==> config.mk <==
export PLATFORM = sky130hd
export DESIGN_NAME = spi_reg_slave
export DESIGN_NICKNAME = d
export VERILOG_FILES = /design/src/rtl/spi_reg_slave.sv
export SDC_FILE = /design/constraint.sdc
export NUM_CORES = 1
export LEC_CHECK = 0
export ABC_AREA = 1
export CORE_MARGIN = 10
export CORE_UTILIZATION = 61
export DETAILED_ROUTE_END_ITERATION = 16
export PLACE_DENSITY = 0.85
export SYNTH_ARGS = -nofsm -noshare
export SYNTH_HDL_FRONTEND = slang
export SYNTH_SLANG_ARGS = --single-unit
==> constraint.sdc <==
create_clock -name i_clk -period 5.7 [get_ports i_clk]
set_input_delay 1.71 -clock i_clk [delete_from_list [all_inputs] [get_ports i_clk]]
set_output_delay 1.71 -clock i_clk [all_outputs]
set_load 0.02 [all_outputs]
==> src/rtl/spi_reg_slave.sv <==
// SPI mode-0 register-access slave: oversamples the SPI pins on i_clk and turns read/write
// frames into a valid/ready register request plus a one-cycle read-response strobe.
module spi_reg_slave #(
  parameter logic async_reset = 1'b0
) (
  input  logic        i_clk,
  input  logic        i_nrst,
  input  logic        i_cs,
  input  logic        i_sclk,
  input  logic        i_mosi,
  output logic        o_miso,
  output logic        o_req_valid,
  output logic        o_req_write,
  output logic [31:0] o_req_addr,
  output logic [31:0] o_req_wdata,
  input  logic        i_req_ready,
  input  logic        i_resp_valid,
  input  logic [31:0] i_resp_rdata,
  output logic        o_late
);

  typedef enum logic [2:0] {
    StIdle, StCmd, StAddr, StWdata, StDummy, StRdata, StSkip
  } state_e;

  localparam logic [7:0] CmdWrite = 8'h02;
  localparam logic [7:0] CmdRead  = 8'h03;

  // The reset is asynchronous regardless of the selector; it only keeps the parameter list uniform.
  if (async_reset) begin : g_async_reset
  end

  logic cs_meta_q, cs_sync_q, cs_prev_q;
  logic sclk_meta_q, sclk_sync_q, sclk_prev_q;
  logic mosi_meta_q, mosi_sync_q;

  state_e      state_q;
  logic [2:0]  bit_cnt_q;
  logic [1:0]  byte_cnt_q;
  logic        miso_q, skip_hi_q, is_write_q, late_q;
  logic [6:0]  cmd_sr_q;
  logic [31:0] addr_sr_q, wdata_sr_q, tx_sr_q;

  logic        req_valid_q, req_write_q, pend_q, pend_write_q, req_ours_q;
  logic [31:0] req_addr_q, req_wdata_q;

  logic        rd_wait_q, resp_ok_q;
  logic [31:0] rbuf_q;

  logic        cs_fall, cs_rise, sclk_rise, sclk_fall, shift_en;
  logic        last_bit, word_done, rd_issue, wr_issue, handshake, req_free;
  logic [7:0]  cmd_next;
  logic [31:0] addr_next, wdata_next;

  always_ff @(posedge i_clk or negedge i_nrst) begin
    if (!i_nrst) begin
      cs_meta_q   <= 1'b1;
      cs_sync_q   <= 1'b1;
      cs_prev_q   <= 1'b1;
      sclk_meta_q <= 1'b0;
      sclk_sync_q <= 1'b0;
      sclk_prev_q <= 1'b0;
      mosi_meta_q <= 1'b0;
      mosi_sync_q <= 1'b0;
    end else begin
      cs_meta_q   <= i_cs;
      cs_sync_q   <= cs_meta_q;
      cs_prev_q   <= cs_sync_q;
      sclk_meta_q <= i_sclk;
      sclk_sync_q <= sclk_meta_q;
      sclk_prev_q <= sclk_sync_q;
      mosi_meta_q <= i_mosi;
      mosi_sync_q <= mosi_meta_q;
    end
  end

  always_comb begin
    cs_fall    = cs_prev_q & ~cs_sync_q;
    cs_rise    = ~cs_prev_q & cs_sync_q;
    sclk_rise  = sclk_sync_q & ~sclk_prev_q;
    sclk_fall  = ~sclk_sync_q & sclk_prev_q;
    shift_en   = sclk_rise & ~cs_rise & ~cs_fall;
    last_bit   = (bit_cnt_q == 3'd7);
    word_done  = last_bit && (byte_cnt_q == 2'd3);
    cmd_next   = {cmd_sr_q, mosi_sync_q};
    addr_next  = {addr_sr_q[30:0], mosi_sync_q};
    wdata_next = {wdata_sr_q[30:0], mosi_sync_q};
    rd_issue   = shift_en && (state_q == StAddr) && word_done && !is_write_q;
    wr_issue   = shift_en && (state_q == StWdata) && word_done;
    handshake  = req_valid_q && i_req_ready;
    req_free   = !req_valid_q || i_req_ready;
  end

  // Frame FSM: bit sampling on sclk rise, MISO shifting on sclk fall.
  always_ff @(posedge i_clk or negedge i_nrst) begin
    if (!i_nrst) begin
      state_q    <= StIdle;
      bit_cnt_q  <= '0;
      byte_cnt_q <= '0;
      miso_q     <= 1'b0;
      skip_hi_q  <= 1'b0;
      is_write_q <= 1'b0;
      late_q     <= 1'b0;
      cmd_sr_q   <= '0;
      addr_sr_q  <= '0;
      wdata_sr_q <= '0;
      tx_sr_q    <= '0;
    end else if (cs_rise) begin
      state_q    <= StIdle;
      bit_cnt_q  <= '0;
      byte_cnt_q <= '0;
      miso_q     <= 1'b0;
      skip_hi_q  <= 1'b0;
    end else if (cs_fall) begin
      state_q    <= StCmd;
      bit_cnt_q  <= '0;
      byte_cnt_q <= '0;
      miso_q     <= 1'b0;
      skip_hi_q  <= 1'b0;
    end else if (sclk_rise && state_q != StIdle && state_q != StSkip) begin
      bit_cnt_q <= bit_cnt_q + 3'd1;
      if (last_bit) byte_cnt_q <= byte_cnt_q + 2'd1;
      case (state_q)
        StCmd: begin
          cmd_sr_q <= cmd_next[6:0];
          if (last_bit) begin
            byte_cnt_q <= '0;
            is_write_q <= (cmd_next == CmdWrite);
            state_q    <= (cmd_next == CmdWrite || cmd_next == CmdRead) ? StAddr : StSkip;
          end
        end
        StAddr: begin
          addr_sr_q <= addr_next;
          if (word_done) state_q <= is_write_q ? StWdata : StDummy;
        end
        StWdata: begin
          wdata_sr_q <= wdata_next;
          if (word_done) state_q <= StSkip;
        end
        StDummy: begin
          if (last_bit) begin
            state_q    <= StRdata;
            byte_cnt_q <= '0;
            tx_sr_q    <= resp_ok_q ? rbuf_q : 32'hFFFF_FFFF;
            if (!resp_ok_q) late_q <= 1'b1;
          end
        end
        StRdata: begin
          if (word_done) begin
            state_q   <= StSkip;
            skip_hi_q <= 1'b1;
          end
        end
        default: ;
      endcase
    end else if (sclk_fall) begin
      case (state_q)
        StRdata: begin
          miso_q  <= tx_sr_q[31];
          tx_sr_q <= {tx_sr_q[30:0], 1'b0};
        end
        StSkip:  miso_q <= skip_hi_q;
        default: miso_q <= 1'b0;
      endcase
    end
  end

  // A request that cannot be presented yet (previous one unaccepted) is parked as pending.
  always_ff @(posedge i_clk or negedge i_nrst) begin
    if (!i_nrst) begin
      req_valid_q  <= 1'b0;
      req_write_q  <= 1'b0;
      req_addr_q   <= '0;
      req_wdata_q  <= '0;
      pend_q       <= 1'b0;
      pend_write_q <= 1'b0;
      req_ours_q   <= 1'b0;
    end else begin
      if (rd_issue || wr_issue) begin
        if (req_free) begin
          req_valid_q <= 1'b1;
          req_write_q <= wr_issue;
          req_addr_q  <= wr_issue ? addr_sr_q : addr_next;
          if (wr_issue) req_wdata_q <= wdata_next;
          req_ours_q  <= rd_issue;
        end else begin
          pend_q       <= 1'b1;
          pend_write_q <= wr_issue;
        end
      end else if (pend_q && req_free) begin
        req_valid_q <= 1'b1;
        req_write_q <= pend_write_q;
        req_addr_q  <= addr_sr_q;
        if (pend_write_q) req_wdata_q <= wdata_sr_q;
        req_ours_q  <= !pend_write_q && (state_q == StDummy || state_q == StRdata);
        pend_q      <= 1'b0;
      end else if (handshake) begin
        req_valid_q <= 1'b0;
        req_ours_q  <= 1'b0;
      end
      if (cs_rise || cs_fall) req_ours_q <= 1'b0;
    end
  end

  // Only a read accepted within the current frame may load the read buffer.
  always_ff @(posedge i_clk or negedge i_nrst) begin
    if (!i_nrst) begin
      rd_wait_q <= 1'b0;
      resp_ok_q <= 1'b0;
      rbuf_q    <= '0;
    end else if (cs_fall) begin
      rd_wait_q <= 1'b0;
      resp_ok_q <= 1'b0;
    end else if (cs_rise) begin
      rd_wait_q <= 1'b0;
    end else if (handshake && !req_write_q && req_ours_q) begin
      rd_wait_q <= 1'b1;
    end else if (rd_wait_q && i_resp_valid) begin
      rd_wait_q <= 1'b0;
      resp_ok_q <= 1'b1;
      rbuf_q    <= i_resp_rdata;
    end
  end

  assign o_miso      = miso_q;
  assign o_req_valid = req_valid_q;
  assign o_req_write = req_write_q;
  assign o_req_addr  = req_addr_q;
  assign o_req_wdata = req_wdata_q;
  assign o_late      = late_q;

endmodule

Run 1, I/O pins on the die edge:
Pins as bars across the die edge, other pins in grey.
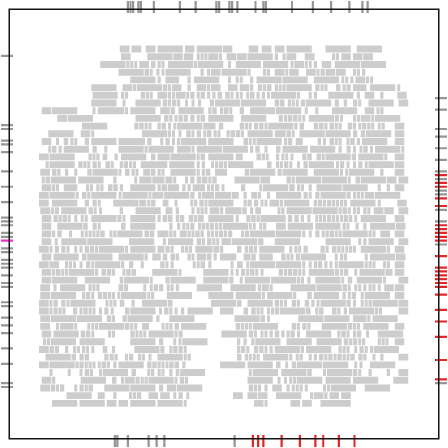
colour	port	pins	direction	edge
magenta	`i_resp_valid`	1	input	left
red	`o_req_addr`	32	output	23 right, 9 bottom

Run 1, placement by cell class:
Fill, decap, tap and diode cells in grey.
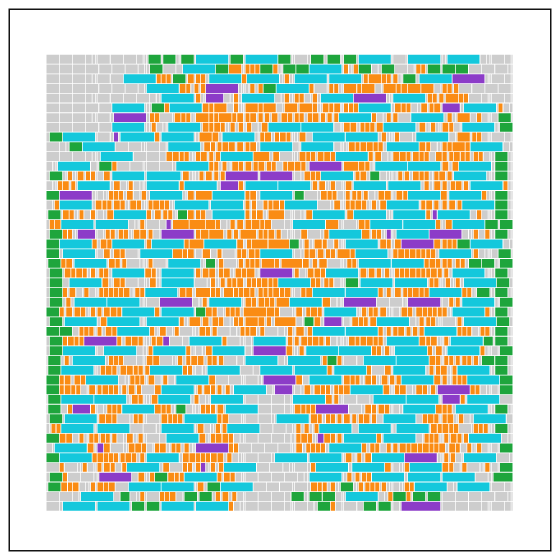
colour	class	cells
green	remaining buffers and delay cells	117
orange	remaining logic cells	998
purple	clock drivers and dummy loads	40
cyan	registers	226
Core Util, Final: 0.735
cell area after layout: 12300 sq um
fraction of area in registers: 0.461
core footprint: 16700 sq um
row cnt: 47

==> results.tsv, run 1 <==
metric	value	unit
status	finished clean	
setup_violations	0	
placed_cell_area	11500	sq um
numCtsBuffers	23	
gr-usage-all-layers	0.195	
netlist_area	10500	sq um
cpMaxStageDelayCell	nand2_4	
inverters	117	
vias_per_cell	5.26	
buffer_ports.inserted	106	
synth_warnings	0	
grt_remaining_overflow	0	
postCtsSetupBuffers	0	
drtIter0Drc	690	
rsz0062_at_grt	no	
die_y	151	um
comb_share	0.326	
syn_area_per_cell	8.10	sq um
crit_chain	ha_1 > ha_1 > nand2_1 > inv_2 > nand2_1 > nor2_1 > nand2_4 > nand2_4 > nand2_1 > nand2_2 > buf_4 > nand3_1 > nand2_1	
ys_seq_frac	0.539	
crit_type	reg -> reg	
grt_pass1_wl	37500	um
globalplace.congestion	0.840	
clk_share	0.0611	
nMultiInputCombCells	881	
hp-class	reg -> reg	
power_density	329	nW/um^2
critPathMaxFanout	102	
ios	107	
dr.pass1.iters	5	
fp.dieW	151	um
setup_tns	0	ps
fmax	0.251	GHz
register_area	5660	sq um
antenna_cells	0	
cp_top_family	simple AND/OR/NAND/NOR gates	
worst_ir_drop_vdd	0.000261	V
worst_setup_path_start_kind	flop	
biggestCellCategory	flip-flops and latches	
cp.required	6130	ps
synth-edff-count	0	
routedWlPerCell	13.8	um
worst_slew_pin_slew	1000	ps
min_period	3980	ps
dieArea	22800	sq um
initCoreUtil	0.628	
ant_nets	0	
dp.cells	1561	
topCellsByArea	dfrtp_1 53%, nand2_1 17%, o21ai_0 6.3%	
clock-sinks	226	
period_used_share	0.698	
vias	8421	
nFillCells	1268	
tool_warnings	31	
grt_antenna_before_repair	0	
grt_pass1_vias	8108	
p_leak	6.16	nW
ys.flops	226	
tap_cells	220	
synth_cells	1296	
drc	0	
dp_hpwl	14100	um
synth-async-reset-ratio	1.00	
buffers	117	
yosys-stat-cells	1296	
hold_viol_final	0	
max-slew-margin-rel	0.331	
hold_buffers	0	
max_stage_delay	580	ps
critPathBufInv	2	
top_cell_area_share	0.532	
path_clk_slew	60	ps
yosysChipArea	10500	sq um
nClkBuffers	36	
endpoint_kind	flop	
grt_max_degree	131	
synthDistinctLibCells	36	
crit_path_frequent_cell	nand2_1	
Run 1, clock network drawn from the DEF:
The bar under the picture is 50 um long.
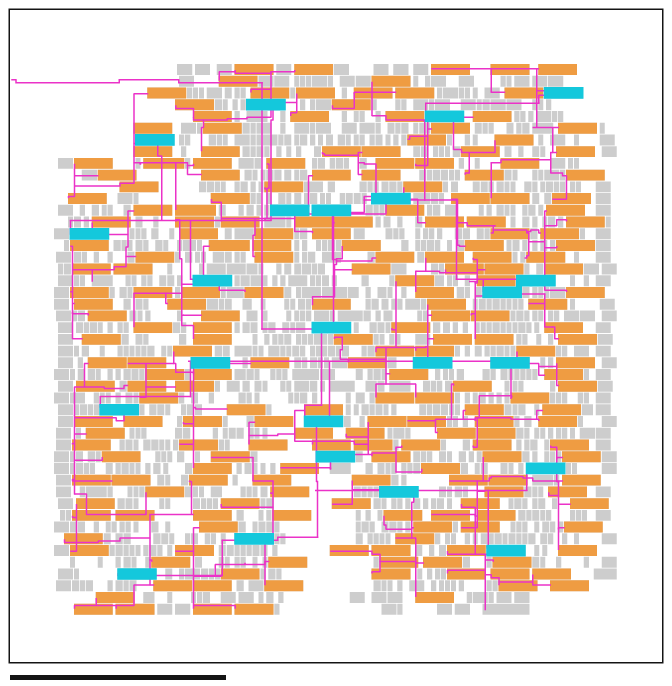
[magenta] clock wires | length: 2550 um
[cyan] clock-net drivers | count: 23
[orange] flip-flops | count: 226
routed clock nets	24
Clk. pwr: 0.00148 W
clock power share: 0.368
Post-Route Skew: 9.76 ps
clk latency late pin: 500 ps

-- run 1: per-layer routing --
metal	global-route usage	routed length, um
met5	0	0
met4	0.0500	285
met3	0.0343	1390
met2	0.324	10700
met1	0.260	9690
-- run 1: metrics by stage --
| stage | power [W] | setup WS [ps] | hold WS [ps] |
|---|---|---|---|
| final | 0.00403 | 1720 | 350 |
| after global routing | 0.00426 | 1370 | 355 |
| after CTS | 0.00406 | 1770 | 352 |
| after detailed placement | 0.00257 | 1720 | 339 |
| after global placement | 0.00253 | 1800 | 337 |
| after floorplan | 0.00238 | 3030 | 331 |
-- run 1: cell families (layout without fill, tap and decap cells) --
logic type | Yosys count | count (layout) | synth area share
DFF | 226 | 226 | 0.539
buffers and inverters | 189 | 274 | 0.0811
adders and majority gates | 7 | 7 | 0.00811
and+or+nand+nor | 684 | 684 | 0.279
AOI/OAI and AO/OA | 190 | 190 | 0.0925
-- run 1: where the power goes --
| group | internal (W) | switching (W) | leakage [nW] | total [W] |
|---|---|---|---|---|
| Sequential | 0.00179 | 0.000145 | 3.10 | 0.00194 |
| Combinational | 0.000228 | 0.000384 | 2.69 | 0.000612 |
| Clock | 0.000888 | 0.000595 | 0.373 | 0.00148 |
-- run 1: worst paths after layout --
check                      slack [ps]              end          from  cells past startpoint
setup / recovery                 1720  o_req_wdata[10]  bit_cnt_q[0]                     13
hold / removal                    350      sclk_sync_q   sclk_meta_q                      0
setup reg to reg                 1720  o_req_wdata[10]  bit_cnt_q[0]                     13
hold reg to reg                   350      sclk_sync_q   sclk_meta_q                      0
max in group asynchronous        3320       tx_sr_q[2]        i_nrst                      2
min in group asynchronous        1270    addr_sr_q[18]        i_nrst                      1
Run 1, cell placement:
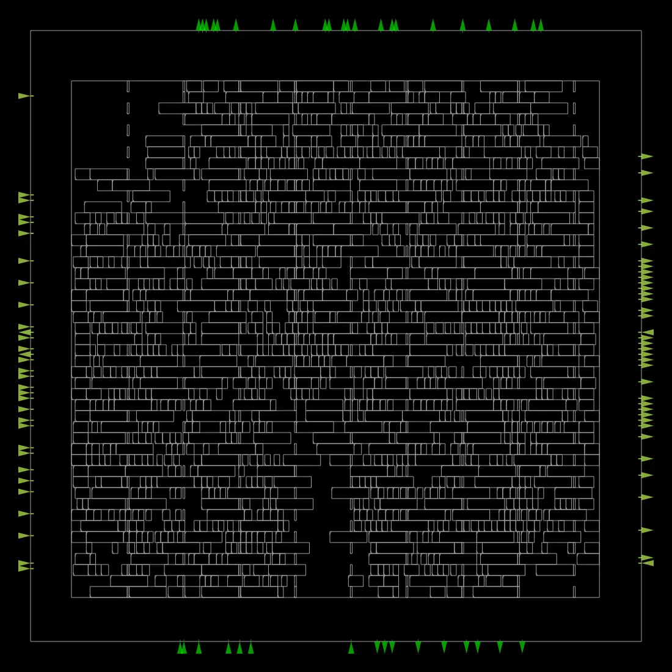

==> run 1 -> run 2 <==
- CORE_UTILIZATION: 61 -> 57
- PLACE_DENSITY: 0.85 -> 0.8
- clock period: 5.7 -> 3.7 ns (I/O delays scaled with it)
Run 2, cell placement:
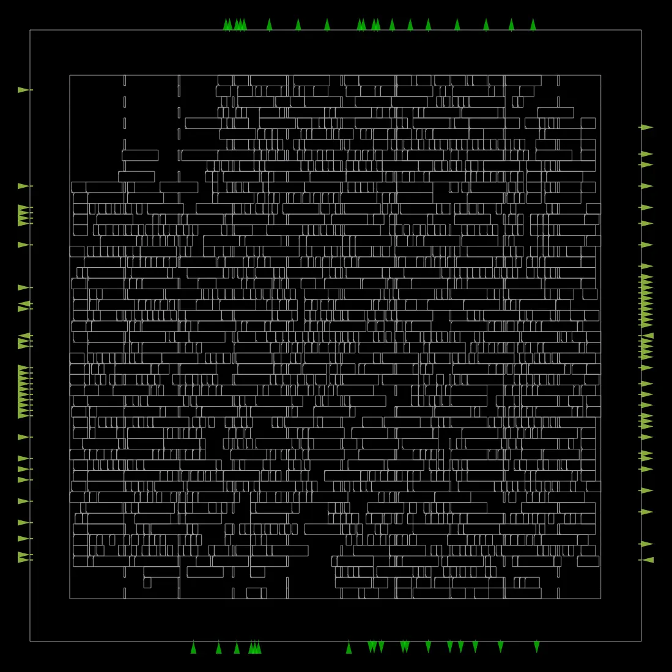
non-filler cells, final: 1618
core footprint: 18000 sq um
Core Util, Final: 0.688
row cnt: 49

==> run 2 against run 1 <==
- hold slack got worse by 3.1 ps
- largest power group unchanged
- largest cell class unchanged
- first-iteration DRC count decreased by 19%
- non-clock buffer count increased by 3
- sequential power grew 54%
- sequential share of layout area down 0.50 points
- register-to-register slack worse by 1000 ps
- via count shrank 0.32%
- utilization fell by 4.6 points
- clock power up 62%
==> results.tsv, run 2 <==
metric	value	unit	change
status	finished clean		
cts_resized	0		
grt_max_degree	92		-30%
xor_area_frac	0		unchanged
worst_slew_pin_slew	993	ps	-10.4 ps
yosys.area_share.simple	0.279		unchanged
netlist_area	10500	sq um	unchanged
cpMaxStageDelayCell	dfstp_2		
hold_viol_final	0		unchanged
hold_buffers	0		unchanged
critPathBufInv	3		+1
max_stage_delay	530	ps	-50 ps
final_area	12400	sq um	+1.1%
muxShareOfSynthArea	0		unchanged
dieArea	24200	sq um	+6.1%
intPower	0.00458	W	+58%
clock-sinks	226		unchanged
crit_path_frequent_cell	nand2_1		
setup_violations	0		unchanged
synthTopLogicFamily	simple AND/OR/NAND/NOR gates		
synth_warnings	0		unchanged
initCoreUtil	0.582		-0.0461
tool_warnings	27		-13%
clk-insertion-delay-late	500	ps	about the same
dp.cells	1573		+0.77%
crit_chain	inv_1 > ha_1 > inv_1 > nand2_1 > nor2_1 > nand3_2 > buf_4 > nand3_1 > nand3_2 > nand2_1 > nand2_1		
p_leak	6.22	nW	+0.85%
crit_start	cs_prev_q		
worst_ir_drop_vdd	0.000351	V	+34%
max-slew-margin-rel	0.334		+0.00282
power_clock	0.00240	W	+62%
buffer_ports.inserted	106		unchanged
seqPwrFrac	0.472		-0.008
num-nets-final	1415		
maxPowerGroup	registers		
endpoint_kind	flop		
synthDistinctLibCells	36		unchanged
dp_hpwl	13800	um	-2.5%
synth_cells	1296		unchanged
yosys-stat-cells	1296		unchanged
topCellsByArea	dfrtp_1 53%, nand2_1 17%, o21ai_0 6.3%		
ys.flops	226		unchanged
cp.depth	11		-2
cp_top_family	simple AND/OR/NAND/NOR gates		
p_switching	0.00173	W	+54%
vias_per_cell	5.19		-1.4%
yosysMostFrequentCell	nand2_1		
min_period	3020	ps	-961 ps
ios	107		unchanged
combPwrFrac	0.148		-0.004
top_cell_area_share	0.532		unchanged
routed_wl	21700	um	
synth-edff-count	0		unchanged
drive_gt1_frac	0.0713		
period_used_share	0.815		+0.117
routedWlPerCell	13.4	um	-2.8%
largest_area_cell	dfrtp_1		
synth-async-reset-ratio	1.00		unchanged
aoi_share	0.0925		unchanged
yosys-top-cells-count	477 x nand2_1, 223 x dfrtp_1, 133 x o21ai_0		
ys_seq_frac	0.539		unchanged
hold_slack	347	ps	-3.11 ps
syn_area_per_cell	8.10	sq um	unchanged
cts_tree	yes		
crit_arrival	3400	ps	
drtIter0Drc	557		-19%
lay_top_cells	477 x nand2_1, 223 x dfrtp_1, 133 x o21ai_0		
rsz0062_at_grt	no		
switching_share	0.274		-0.00506
ant_nets	0		unchanged
area_growth_syn_to_layout	18.2	%	
cp.required	4080	ps	-2050 ps
postCtsSetupBuffers	0		unchanged
r2r_start	cs_prev_q		
p_seq	0.00298	W	+54%
cts_max_path_buffers	3		
grt_remaining_overflow	0		unchanged
pwr-share-clk	0.380		+0.012
globalplace.congestion	0.872		+3.9%
drc	0		unchanged
power_density	508	nW/um^2	+55%
worst_setup_path_start_kind	flop		
fp.dieW	156	um	+3.0%
r2r_end	o_req_wdata[3]		
final-max-slew-violation-count	0		
grt_pass1_vias	8151		+0.53%
grt_antenna_before_repair	1		+1
yosysChipArea	10500	sq um	unchanged
vias	8394		-0.32%
gr-usage-all-layers	0.180		-0.0153
grt_pass1_wl	37900	um	+0.97%
regToRegSetupSlack	680	ps	-1040 ps
fmax	0.331	GHz	+32%
placed_cell_area	11600	sq um	+0.62%
path_clk_slew	60	ps	about the same
numCtsBuffers	24		+4.3%
hp-class	reg -> reg		
finClkSkew	8.51	ps	-1.25 ps
dr.pass1.iters	5		unchanged
synthesis.nets	1341		
die_y	156	um	+3.0%
crit_type	reg -> reg		
rr_worst_depth	11		-2
lay_top_count	nand2_1		
cts_root_buf	clkbuf_16		
maxCapViolCount	0		
synthFlopType	dfrtp_1		
critPathCapture	o_req_wdata[3]		
ys_sh_adder	0.00811		unchanged
setup_tns	0	ps	unchanged
critPathMaxFanout	33		-68%
h-tree-depth	1		
p_comb	0.000931	W	+52%
Run 2, clock network drawn from the DEF:
The bar under the picture is 50 um long.
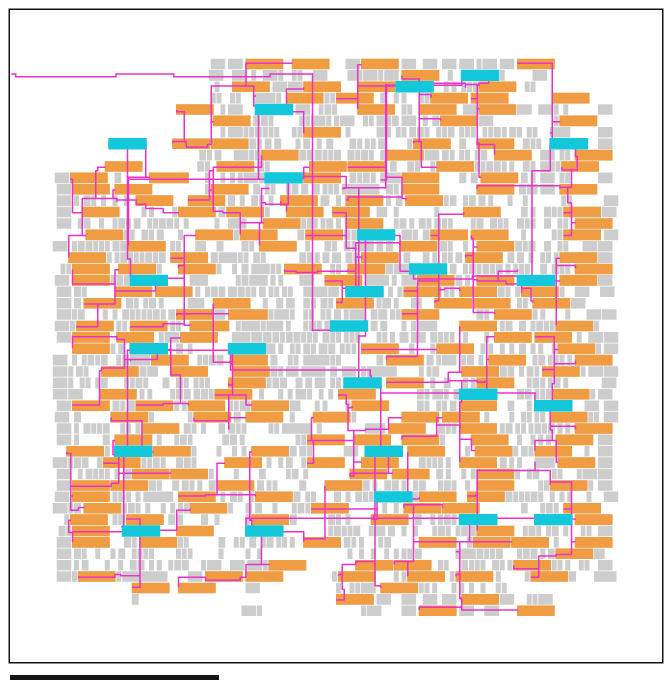
[orange] flip-flops | count: 226
[magenta] clock wires | length: 2610 um
[cyan] clock-net drivers | count: 24
routed clock nets	25

run 2: worst min path at each step:
stage / from / endpoint / slack, ps / cells after the start
3_3_place_gp: sclk_meta_q / sclk_sync_q / 330 / 0
4_1_cts: mosi_meta_q / mosi_sync_q / 350 / 0
6_report: mosi_meta_q / mosi_sync_q / 350 / 0
2_1_floorplan: mosi_meta_q / mosi_sync_q / 330 / 0
5_1_grt: sclk_meta_q / sclk_sync_q / 360 / 0
3_5_place_dp: sclk_meta_q / sclk_sync_q / 340 / 0
run 2: routing by layer:
layer,global-route usage,vias up,routed length (um)
met5,0,-,0
met4,0.0419,0,266
met3,0.0369,23,1350
met2,0.292,216,10100
met1,0.242,3915,9890
li1,-,4240,-
run 2: metrics by stage:
step / setup WS, ps / total power [W]
after floorplan: 1630 / 0.00367
after global placement: 791 / 0.00391
after detailed placement: 703 / 0.00395
after CTS: 657 / 0.00637
after global routing: 373 / 0.00668
final: 683 / 0.00631
run 2: layout make-up:
| type | count | area [sq um] |
|---|---|---|
| repair buffers | 120 | 1210 |
| flip-flops and latches | 226 | 5660 |
| fillers | 1468 | 5620 |
| inverters | 117 | 439 |
| clock inverters | 5 | 52.6 |
| multi-input cells | 881 | 4000 |
| diodes | 1 | 2.50 |
| clock buffers | 39 | 758 |
| well taps | 229 | 287 |
run 2: cell families (layout without fill, tap and decap cells):
kind of cell / after synthesis / in the layout
compound gates: 190 / 190
fa+ha+maj: 7 / 7
buf+inv: 189 / 281
flops: 226 / 226
other cells: 0 / 1
simple gates: 684 / 684
Run 2, I/O pins on the die edge:
Pins as bars across the die edge, other pins in grey.
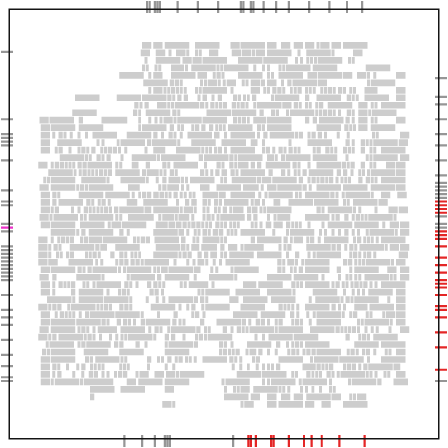

==> run 2 -> run 3 <==
- CORE_UTILIZATION: 57 -> 52
- PLACE_DENSITY: 0.8 -> 0.77
- clock period: 3.7 -> 2.7 ns (I/O delays scaled with it)
Run 3, I/O pins on the die edge:
Pins as bars across the die edge, other pins in grey.
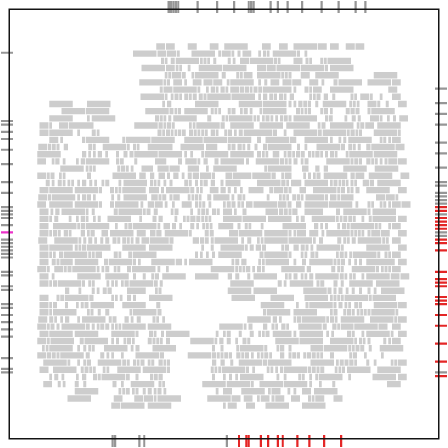
colour	port	pins	direction	edge
red	`o_req_addr`	32	output	21 right, 11 bottom
magenta	`i_resp_valid`	1	input	left

==> run 3 against run 2 <==
- clock power up 43%
- combinational power is about 40% higher
- first-iteration DRC count grew 16%
- register-to-register slack worse by 280 ps
- utilization fell by 4.5 points
- via count increased by 0.80%
- hold slack lost 110 ps
- cell area increased by 1.9%
- sequential power is 37% higher
- final cell count up 3.0%
- critical path type is now reg -> out
- highest routed layer unchanged
==> results.tsv, run 3 <==
metric	value	unit	change
ys_seq_frac	0.539		unchanged
lay_top_cells	477 x nand2_1, 223 x dfrtp_1, 133 x o21ai_0		
cts_resized	0		unchanged
synthesis.nets	1341		unchanged
dieArea	26300	sq um	+8.4%
rsz0062_at_grt	no		
synthDistinctLibCells	36		unchanged
setup_ws	310	ps	-373 ps
syn_area_per_cell	8.10	sq um	unchanged
grt_pass1_wl	38600	um	+1.8%
synthFlopType	dfrtp_1		
critPathCapture	o_req_valid		
nFillCells	1704		+16%
critPathMaxFanout	4		-88%
top_cell_area_share	0.532		unchanged
fin_util	0.643		-0.0447
gr-usage-all-layers	0.170		-0.0100
grt_max_degree	67		-27%
dp_hpwl	14500	um	+5.0%
dr.pass1.iters	5		unchanged
cpMaxStageDelayCell	clkdlybuf4s50_1		
buffer_ports.inserted	106		unchanged
routedWlPerCell	13.4	um	-0.22%
cp.required	1890	ps	-2190 ps
synth_warnings	0		unchanged
total_power	0.00883	W	+40%
grt_antenna_before_repair	0		-1
final_area	12600	sq um	+1.9%
synth-edff-count	0		unchanged
fmax	0.418	GHz	
worst_ir_drop_vdd	0.000512	V	+46%
rows	51		+4.1%
crit_arrival	1580	ps	-1820 ps
globalplace.congestion	0.865		-0.87%
maxCapViolCount	0		unchanged
p_leak	6.32	nW	+1.6%
max-slew-margin-rel	0.538		+0.204
ys.flops	226		unchanged
core_area	19700	sq um	+9.0%
yosysChipArea	10500	sq um	unchanged
fp.dieW	162	um	+4.1%
drive_gt1_frac	0.0799		+0.00856
power_density	699	nW/um^2	+37%
crit_type	reg -> out		
final-max-slew-violation-count	0		unchanged
routed_wl	22300	um	+2.8%
path_clk_slew	60	ps	about the same
setup_tns	0	ps	unchanged
rr_worst_depth	12		+1
placed_cell_area	11800	sq um	+1.8%
preCtsSetupSlack	254	ps	-448 ps
initCoreUtil	0.534		-0.0483
critPathBufInv	1		-2
crit_start	o_req_valid		
synth_cells	1296		unchanged
hold_slack	236	ps	-111 ps
r2r_start	cs_prev_q		
min_period	2390	ps	
status	finished clean		
setup_violations	0		unchanged
vias	8461		+0.80%
largest_area_cell	dfrtp_1		
ios	107		unchanged
worst_slew_pin_slew	690	ps	-303 ps
ant_nets	0		unchanged
drtIter0Drc	646		+16%
die_y	162	um	+4.1%
yosys-top-cells-count	477 x nand2_1, 223 x dfrtp_1, 133 x o21ai_0		
crit_chain	clkdlybuf4s50_1		
cp.depth	1		-10
area_growth_syn_to_layout	20.5	%	
grt_pass1_vias	8213		+0.76%
r2r_end	o_req_wdata[24]		
cts_max_path_buffers	3		unchanged
endpoint_kind	output port		
cts_tree	yes		
fin_cells	1667		+3.0%
regToRegSetupSlack	400	ps	-280 ps
yosysMostFrequentCell	nand2_1		
numCtsBuffers	25		+4.2%
hp-class	in -> async		
vias_per_cell	5.08		-2.2%
drc	0		unchanged
lay_top_count	nand2_1		
max_stage_delay	670	ps	+140 ps
cp_top_family	buffers and inverters		
hold_buffers	0		unchanged
hold_viol_final	0		unchanged
period_used_share	0.885		
dp.cells	1621		+3.1%
clock-sinks	226		unchanged
h-tree-depth	1		unchanged
worst_setup_path_start_kind	flop		
synth-async-reset-ratio	1.00		unchanged
postCtsSetupBuffers	0		unchanged
topCellsByArea	dfrtp_1 53%, nand2_1 17%, o21ai_0 6.3%		
antenna_cells	0		-1
cts_root_buf	clkbuf_16		
grt_remaining_overflow	0		unchanged
yosys-stat-cells	1296		unchanged
num-nets-final	1428		+0.92%
tool_warnings	27		unchanged
netlist_area	10500	sq um	unchanged
Run 3, clock network drawn from the DEF:
The bar under the picture is 50 um long.
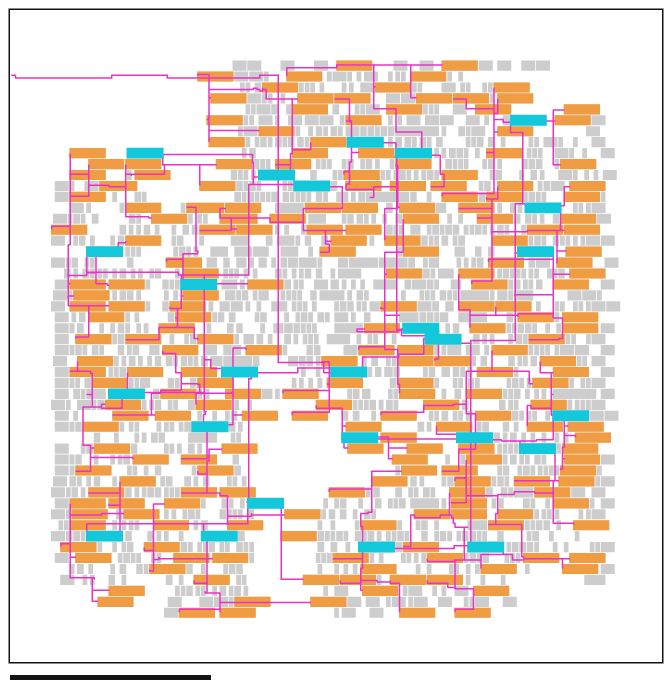
[orange] flip-flops | count: 226
[cyan] clock-net drivers | count: 25
[magenta] clock wires | length: 2750 um
flops lie	all over the die
routed clock nets	26
Post-Route Skew: 15.7 ps
Clk. pwr: 0.00344 W
clock power share: 0.390
clk latency late pin: 520 ps

## run 3: netlist changes by cell type in the layout (fill, tap and decap cells not counted)
cell        previous run  this run
buf_4                 11        17
diode_2                1         0
buf_12                 3         9
inv_6                  0         1
clkinv_2               3         5
clkbuf_8               8         5
bufinv_16              1         3
clkbuf_1               6         7
clkinvlp_4             1         0
## run 3: power breakdown
group / internal (W) / total [W] / switching [W] / leakage (nW)
Sequential: 0.00378 / 0.00409 / 0.000309 / 3.10
Combinational: 0.000500 / 0.00130 / 0.000802 / 2.80
Clock: 0.00213 / 0.00344 / 0.00131 / 0.419
## run 3: cells by family after synthesis
kind of cell	count (synthesis)	share of synthesized area
and+or+nand+nor	684	0.279
buffers and inverters	189	0.0811
adders and majority gates	7	0.00811
AOI/OAI and AO/OA	190	0.0925
DFF	226	0.539
## run 3: worst register-to-register path: stages, from the launching register on
cell and delay (ps):
dfstp_2 530, inv_1 40, ha_1 220, inv_1 130, nand2_1 130, nor2_1 130
nand3_2 200, buf_4 260, nand3_1 100, nand3_2 100, buf_4 220, nand2_1 80
nand2_1 50
## run 3: layout make-up
cell class              count  area [sq um]  area share
clock buffers              37           721      0.0570
clock inverters             9           124     0.00980
inverters                 117           439      0.0347
multi-input cells         881          4000       0.316
flip-flops and latches    226          5660       0.448
well taps                 265           332      0.0262
repair buffers            132          1370       0.109
## run 3: routing by layer
layer | part of all wire | global-route usage | up-vias
met1 | 0.47 | 0.226 | 3978
met3 | 0.052 | 0.0339 | 21
li1 | - | - | 4273
met2 | 0.46 | 0.281 | 189
met4 | 0.015 | 0.0368 | 0
met5 | 0 | 0 | -

==> gallery <==
Wiring by layer.
picture 1
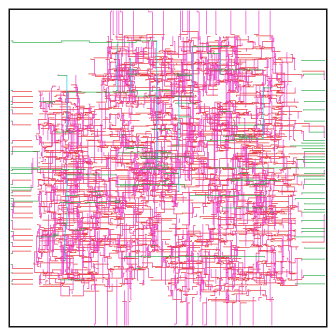
picture 2
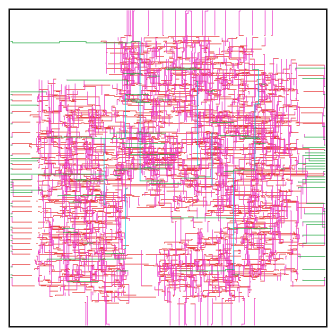
picture 3
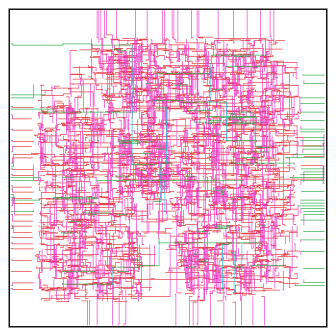
- run 3 = picture 2
- run 2 = picture 1
- run 1 = picture 3

Power is estimated from default activity; no workload was simulated.
